==> src/rtl/accel_pkg.sv <==
// ============================================================================
// accel_pkg
// Shared scheduler state encoding and default widths for the GEMM datapath.
// Revision: 1.0
// ============================================================================
`default_nettype none

package accel_pkg;

    localparam int DIM_W_DEF = 32;
    localparam int CNT_W_DEF = 32;

    typedef enum logic [2:0] {
        SCH_IDLE    = 3'd0,
        SCH_LOAD    = 3'd1,
        SCH_COMPUTE = 3'd2,
        SCH_WAIT    = 3'd3,
        SCH_ADVANCE = 3'd4,
        SCH_FINISH  = 3'd5
    } sched_state_e;

endpackage

`default_nettype wire

==> src/rtl/tile_index_counter.sv <==
// ============================================================================
// tile_index_counter
// Nested k (inner) / n / m (outer) tile offset stepper with wrap flags.
// Revision: 1.0
// ============================================================================
`default_nettype none

module tile_index_counter
    import accel_pkg::*;
#(
    parameter int DIM_W = DIM_W_DEF
) (
    input  logic             clk,
    input  logic             rst,
    input  logic             clear,
    input  logic             step,
    input  logic [DIM_W-1:0] dim_m,
    input  logic [DIM_W-1:0] dim_n,
    input  logic [DIM_W-1:0] dim_k,
    input  logic [DIM_W-1:0] tile_m,
    input  logic [DIM_W-1:0] tile_n,
    input  logic [DIM_W-1:0] tile_k,
    output logic [DIM_W-1:0] m_idx,
    output logic [DIM_W-1:0] n_idx,
    output logic [DIM_W-1:0] k_idx,
    output logic             last_k,
    output logic             last_tile
);

    // One extra bit keeps offsets near 2^DIM_W from wrapping in the compare.
    logic [DIM_W:0] w_m_sum;
    logic [DIM_W:0] w_n_sum;
    logic [DIM_W:0] w_k_sum;
    logic           w_m_more;
    logic           w_n_more;
    logic           w_k_more;

    assign w_m_sum  = {1'b0, m_idx} + {1'b0, tile_m};
    assign w_n_sum  = {1'b0, n_idx} + {1'b0, tile_n};
    assign w_k_sum  = {1'b0, k_idx} + {1'b0, tile_k};
    assign w_m_more = w_m_sum < {1'b0, dim_m};
    assign w_n_more = w_n_sum < {1'b0, dim_n};
    assign w_k_more = w_k_sum < {1'b0, dim_k};

    assign last_k    = !w_k_more;
    assign last_tile = !w_k_more && !w_n_more && !w_m_more;

    always_ff @(posedge clk) begin
        if (rst || clear) begin
            m_idx <= '0;
            n_idx <= '0;
            k_idx <= '0;
        end else if (step) begin
            if (w_k_more) begin
                k_idx <= w_k_sum[DIM_W-1:0];
            end else begin
                k_idx <= '0;
                if (w_n_more) begin
                    n_idx <= w_n_sum[DIM_W-1:0];
                end else begin
                    n_idx <= '0;
                    if (w_m_more) begin
                        m_idx <= w_m_sum[DIM_W-1:0];
                    end
                end
            end
        end
    end

endmodule

`default_nettype wire

==> src/rtl/tile_scheduler.sv <==
// ============================================================================
// tile_scheduler
// Sequences one GEMM job tile by tile: load, compute, bank swap, advance.
// Revision: 1.0
// ============================================================================
`default_nettype none

module tile_scheduler
    import accel_pkg::*;
#(
    parameter int DIM_W = DIM_W_DEF,
    parameter int CNT_W = CNT_W_DEF
) (
    input  logic             clk,
    input  logic             rst,
    input  logic             start_pulse,
    input  logic             abort_pulse,
    input  logic [DIM_W-1:0] M,
    input  logic [DIM_W-1:0] N,
    input  logic [DIM_W-1:0] K,
    input  logic [DIM_W-1:0] Tm,
    input  logic [DIM_W-1:0] Tn,
    input  logic [DIM_W-1:0] Tk,
    output logic             load_req,
    input  logic             load_done,
    output logic             tile_start,
    input  logic             tile_done,
    output logic [DIM_W-1:0] m_idx,
    output logic [DIM_W-1:0] n_idx,
    output logic [DIM_W-1:0] k_idx,
    output logic [DIM_W-1:0] tm_eff,
    output logic [DIM_W-1:0] tn_eff,
    output logic [DIM_W-1:0] tk_eff,
    output logic             first_k,
    output logic             last_k,
    output logic             bank_sel_rd_A,
    output logic             bank_sel_rd_B,
    output logic             busy,
    output logic             done_tile_pulse,
    output logic             done_job_pulse,
    output logic [CNT_W-1:0] tiles_done
);

    sched_state_e     r_state;
    sched_state_e     w_next_state;

    logic [DIM_W-1:0] r_dim_m;
    logic [DIM_W-1:0] r_dim_n;
    logic [DIM_W-1:0] r_dim_k;
    logic [DIM_W-1:0] r_tile_m;
    logic [DIM_W-1:0] r_tile_n;
    logic [DIM_W-1:0] r_tile_k;

    logic             w_busy;
    logic             w_load_req;
    logic             w_tile_start;
    logic             w_start_ok;
    logic             w_tile_ok;
    logic             w_step;
    logic             w_zero_cfg;
    logic             w_last_k;
    logic             w_last_tile;
    logic [DIM_W-1:0] w_m_rem;
    logic [DIM_W-1:0] w_n_rem;
    logic [DIM_W-1:0] w_k_rem;

    assign w_zero_cfg = (M == '0) || (N == '0) || (K == '0) ||
                        (Tm == '0) || (Tn == '0) || (Tk == '0);
    assign w_start_ok = (r_state == SCH_IDLE) && start_pulse && !abort_pulse;
    assign w_tile_ok  = (r_state == SCH_WAIT) && tile_done && !abort_pulse;
    assign w_step     = (r_state == SCH_ADVANCE) && !abort_pulse;

    always_ff @(posedge clk) begin
        if (rst) begin
            r_state <= SCH_IDLE;
        end else begin
            r_state <= w_next_state;
        end
    end

    always_comb begin
        w_next_state = r_state;
        w_busy       = 1'b0;
        w_load_req   = 1'b0;
        w_tile_start = 1'b0;
        case (r_state)
            SCH_IDLE: begin
                if (w_start_ok) begin
                    w_next_state = w_zero_cfg ? SCH_FINISH : SCH_LOAD;
                end
            end
            SCH_LOAD: begin
                w_busy     = 1'b1;
                w_load_req = 1'b1;
                if (abort_pulse) begin
                    w_next_state = SCH_IDLE;
                end else if (load_done) begin
                    w_next_state = SCH_COMPUTE;
                end
            end
            SCH_COMPUTE: begin
                w_busy       = 1'b1;
                w_tile_start = 1'b1;
                w_next_state = abort_pulse ? SCH_IDLE : SCH_WAIT;
            end
            SCH_WAIT: begin
                w_busy = 1'b1;
                if (abort_pulse) begin
                    w_next_state = SCH_IDLE;
                end else if (tile_done) begin
                    w_next_state = SCH_ADVANCE;
                end
            end
            SCH_ADVANCE: begin
                w_busy = 1'b1;
                if (abort_pulse) begin
                    w_next_state = SCH_IDLE;
                end else begin
                    w_next_state = w_last_tile ? SCH_FINISH : SCH_LOAD;
                end
            end
            SCH_FINISH: begin
                w_next_state = SCH_IDLE;
            end
            default: begin
                w_next_state = SCH_IDLE;
            end
        endcase
    end

    assign busy       = w_busy;
    assign load_req   = w_load_req;
    assign tile_start = w_tile_start;

    // Shadow configuration, completion counters and bank selects.
    always_ff @(posedge clk) begin
        if (rst) begin
            r_dim_m         <= '0;
            r_dim_n         <= '0;
            r_dim_k         <= '0;
            r_tile_m        <= '0;
            r_tile_n        <= '0;
            r_tile_k        <= '0;
            tiles_done      <= '0;
            bank_sel_rd_A   <= 1'b0;
            bank_sel_rd_B   <= 1'b0;
            done_tile_pulse <= 1'b0;
            done_job_pulse  <= 1'b0;
        end else begin
            done_tile_pulse <= w_tile_ok;
            done_job_pulse  <= (r_state == SCH_FINISH) && !abort_pulse;
            if (w_start_ok) begin
                r_dim_m    <= M;
                r_dim_n    <= N;
                r_dim_k    <= K;
                r_tile_m   <= Tm;
                r_tile_n   <= Tn;
                r_tile_k   <= Tk;
                tiles_done <= '0;
            end
            if (w_tile_ok) begin
                tiles_done    <= tiles_done + CNT_W'(1);
                bank_sel_rd_A <= !bank_sel_rd_A;
                bank_sel_rd_B <= !bank_sel_rd_B;
            end
        end
    end

    tile_index_counter #(
        .DIM_W (DIM_W)
    ) u_index (
        .clk       (clk),
        .rst       (rst),
        .clear     (w_start_ok),
        .step      (w_step),
        .dim_m     (r_dim_m),
        .dim_n     (r_dim_n),
        .dim_k     (r_dim_k),
        .tile_m    (r_tile_m),
        .tile_n    (r_tile_n),
        .tile_k    (r_tile_k),
        .m_idx     (m_idx),
        .n_idx     (n_idx),
        .k_idx     (k_idx),
        .last_k    (w_last_k),
        .last_tile (w_last_tile)
    );

    // Offsets never exceed the dimension while a tile is live, so no underflow.
    assign w_m_rem = r_dim_m - m_idx;
    assign w_n_rem = r_dim_n - n_idx;
    assign w_k_rem = r_dim_k - k_idx;
    assign tm_eff  = (r_tile_m < w_m_rem) ? r_tile_m : w_m_rem;
    assign tn_eff  = (r_tile_n < w_n_rem) ? r_tile_n : w_n_rem;
    assign tk_eff  = (r_tile_k < w_k_rem) ? r_tile_k : w_k_rem;

    // Flags only mean something while a job is running; keep them low when idle.
    assign first_k = w_busy && (k_idx == '0);
    assign last_k  = w_busy && w_last_k;

endmodule

`default_nettype wire
==> config.mk <==
export PLATFORM = sky130hd
export DESIGN_NAME = tile_scheduler
export DESIGN_NICKNAME = d
export VERILOG_FILES = /design/src/rtl/accel_pkg.sv /design/src/rtl/tile_index_counter.sv /design/src/rtl/tile_scheduler.sv
export SDC_FILE = /design/constraint.sdc
export NUM_CORES = 1
export LEC_CHECK = 0
export ABC_AREA = 0
export ABC_CLOCK_PERIOD_IN_PS = 5400
export CORE_AREA = 2 2 235 353
export DETAILED_ROUTE_END_ITERATION = 16
export DIE_AREA = 0 0 237 355
export MAX_ROUTING_LAYER = met4
export PLACE_DENSITY_LB_ADDON = 0.12
export SLEW_MARGIN = 30
export SYNTH_ARGS = -nofsm -noshare
export SYNTH_HDL_FRONTEND = slang
export SYNTH_HIERARCHICAL = 1
export SYNTH_SLANG_ARGS = --single-unit
==> constraint.sdc <==
create_clock -name clk -period 5.4 [get_ports clk]
set_input_delay 0.81 -clock clk [delete_from_list [all_inputs] [get_ports clk]]
set_output_delay 0.81 -clock clk [all_outputs]
set_load 0.03 [all_outputs]
### Routing congestion

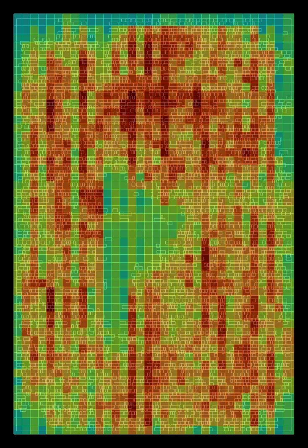
total global routing track utilization: 0.292
met1 demand-to-capacity share in global routing: 0.308
highest-utilization routing layer at the global route stage: met2

### Drive-strength map

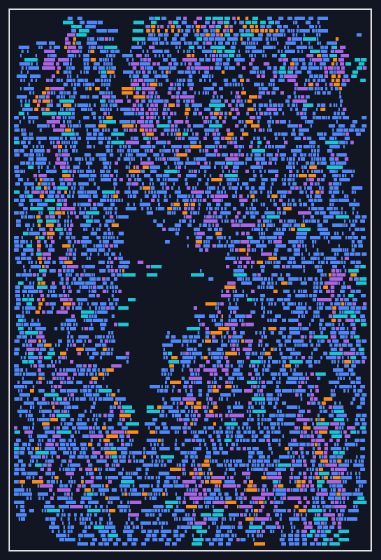
legend:
  purple:
    size: x3 and x4
    cells: 716
    share: 15%
  cyan:
    size: x6 and larger
    cells: 210
    share: 4.4%
  orange:
    size: x2
    cells: 268
    share: 5.6%
  blue:
    size: x1 and smaller
    cells: 3556
    share: 75%
final instance area: 42500 µm²
minimum setup slack in the final design: -0.543 ns
layout overhead on the synthesized area: 51.1%
non-clock buffer instance count of the final layout: 1039

### Clock distribution

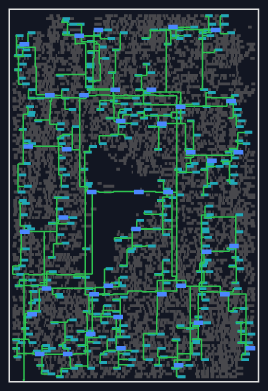
legend:
  cyan:
    item: flip-flops
    count: 327
  blue:
    item: clock-net drivers
    count: 41
  green:
    item: clock wires
    length: 6280 µm
routed clock nets: 42
flops lie: widely spread

==> GITHUB_STEP_SUMMARY <==
### Metrics collected by this job

| Metric | Value |
|---|---|
| Maximum clock insertion buffer count | 3 |
| Routed metal-1 wirelength | 47.5 mm |
| Library cell with the largest summed area after synthesis | dfxtp_1 |
| Multi-input gate count | 3036 |
| Routed wire length | 124 mm |
| Antenna violation net count after detailed routing | 0 |
| Number of cells upsized or downsized after cts | 390 |
| Largest cell class by area | logic gates |
| Post-synthesis mux area share | 0.0233 |
| Synthesized netlist net count | 4366 |
| Worst Path Max Fanout | 7 |
| Data-path buffer share of cell area in the final layout | 0.231 |
| Hold Path Class | reg -> reg |
| Worst R2R Path Depth | 26 |
| Insertion delay at the late pin of the worst-skew pair | 0.61 ns |
| Share of synthesized area occupied by flip-flops and latches | 0.233 |
| Transition time of the tightest slew-check pin | 0.972 ns |
| Failing checks | negative setup slack |
| Combinational gate area | 22400 µm² |
| Maxcap violations | 0 |
| GRT overflow | 0 |
| Sequential cell count | 327 |
| Vias per std cell | 5.43 |
| Fin util | 0.525 |
| Dpl ws | -1.05 ns |
| Number of synthesized register bits | 327 |
| Total negative slack | -34.25 ns |
| Cell types with the highest counts after synthesis | nand2_1 (635), a21oi_1 (492), ha_1 (376) |
| Synthesis warning total | 6 |
| Sw frac | 0.380 |
| Switching power summed over all nets | 0.00412 W |
| Status | finished, violations left |
| Antenna cell count | 2 |
| Most used cell, CP | buf_4 |
| Clock-pin slew on the worst setup and hold paths | 0.06 ns |
| Power in the clock group | 0.00289 W |
| Area post-placement | 37000 µm² |
| Final setup violation count | 97 |
| RSZ-0062 raised after global routing | yes |
| CP peak stage delay | 0.58 ns |
| Reg2reg setup slack | 0.08 ns |
| First-pass DRT Iterations | 5 |
| DRC viols | 0 |
| Die X | 237 µm |
| Number of global-route vias before repair | 32100 |
| IR drop worst, VDD | 0.228 mV |
| Slowest cell on crit path | or4_4 |
| Met2 GRT Util | 0.533 |
| Detailed Place HPWL | 95.2 mm |
| Final Hold Violation Tally | 0 |
| TritonCTS Buffers | 41 |
| Final instance count without filler cells | 5792 |
| Most frequent logic cell in the layout | nand2_1 |
| Leak | 18.2 nW |
| Hold_ws | 0.476 ns |
| Final Max Slew Viols | 0 |
| Area of the mapped netlist | 28100 µm² |
| Most frequent cell after synthesis | nand2_1 |
| # clk buffers | 65 |
| Proportion of netlist area held by the largest area contributor | 0.233 |
| Gate count after technology mapping | 3786 |
| Top-level I/O count | 431 |
| Sink Count | 327 |
| Path type of the worst setup path | reg -> out |
| OpenROAD warning count | 35 |
| Startpoint of the worst-slack reg-to-reg timing path | u_index/k_idx[0] |
| Buffers inserted by post-CTS timing repair | 91 |
| Met2 wirelength from detailed routing | 64.0 mm |
| Highest metal used | met4 |
| CTS Hold Buffers Added | 0 |
| WL per Instance | 21.4 µm |
| Startpoint kind of the worst setup timing path | flip-flop |
| Clk_skew | 0.0228 ns |
| Top non-seq family | AND-OR/OR-AND gates |
| Buffer and inverter count on the worst path | 7 |
| Maximum level of the CTS H-tree | 2 |
| Share of synthesized cell area in and, or, nand and nor gates | 0.213 |
| Multi-input gate share of total cell area | 0.527 |
| Aoi share | 0.246 |
| Number of ordinary inverters in the final layout | 274 |
| Terminating pin of the worst hold path | r_dim_n[24] |
| Kind of capture point of the worst setup path | output port |
| Storage cell area | 6570 µm² |
| Origin of the worst setup path | u_index/m_idx[1] |
| Core Footprint | 80900 µm² |
| Initial antenna violation count | 2 |
| Cell-by-cell listing of the critical path | inv_1, ha_1, nor2b_1, o31ai_2, a31o_2, a22oi_2, buf_4, a21o_1, a211o_1, nand2_2, ha_1, buf_4, nand4_1, buf_4, or3_1, o221ai_2, or4_4, nand2_8, buf_6, clkbuf_16, nand2_4, o31ai_4, buf_12 |
| DRC violation total after the first TritonRoute iteration | 1505 |
| Number of instances in the placed design | 5585 |
| Worst endpoint required time | 4.59 ns |
| Minimum setup slack in the final design | -0.543 ns |
| Adder-cell share of the synthesized area | 0.172 |
| Number of enable-type register cells in the synthesized netlist | 0 |
| Vias | 31500 |
| TritonCTS clock tree | built |
| Part of the power in combinational logic | 0.491 |
| Ratio of cells with drive above 1 in the final layout | 0.251 |
| Pwr/cell area | 255 nW/µm² |
| Post-Synthesis Mean Instance Area | 7.42 µm² |
No activity file was given, so power comes from the tool's default toggle rates.
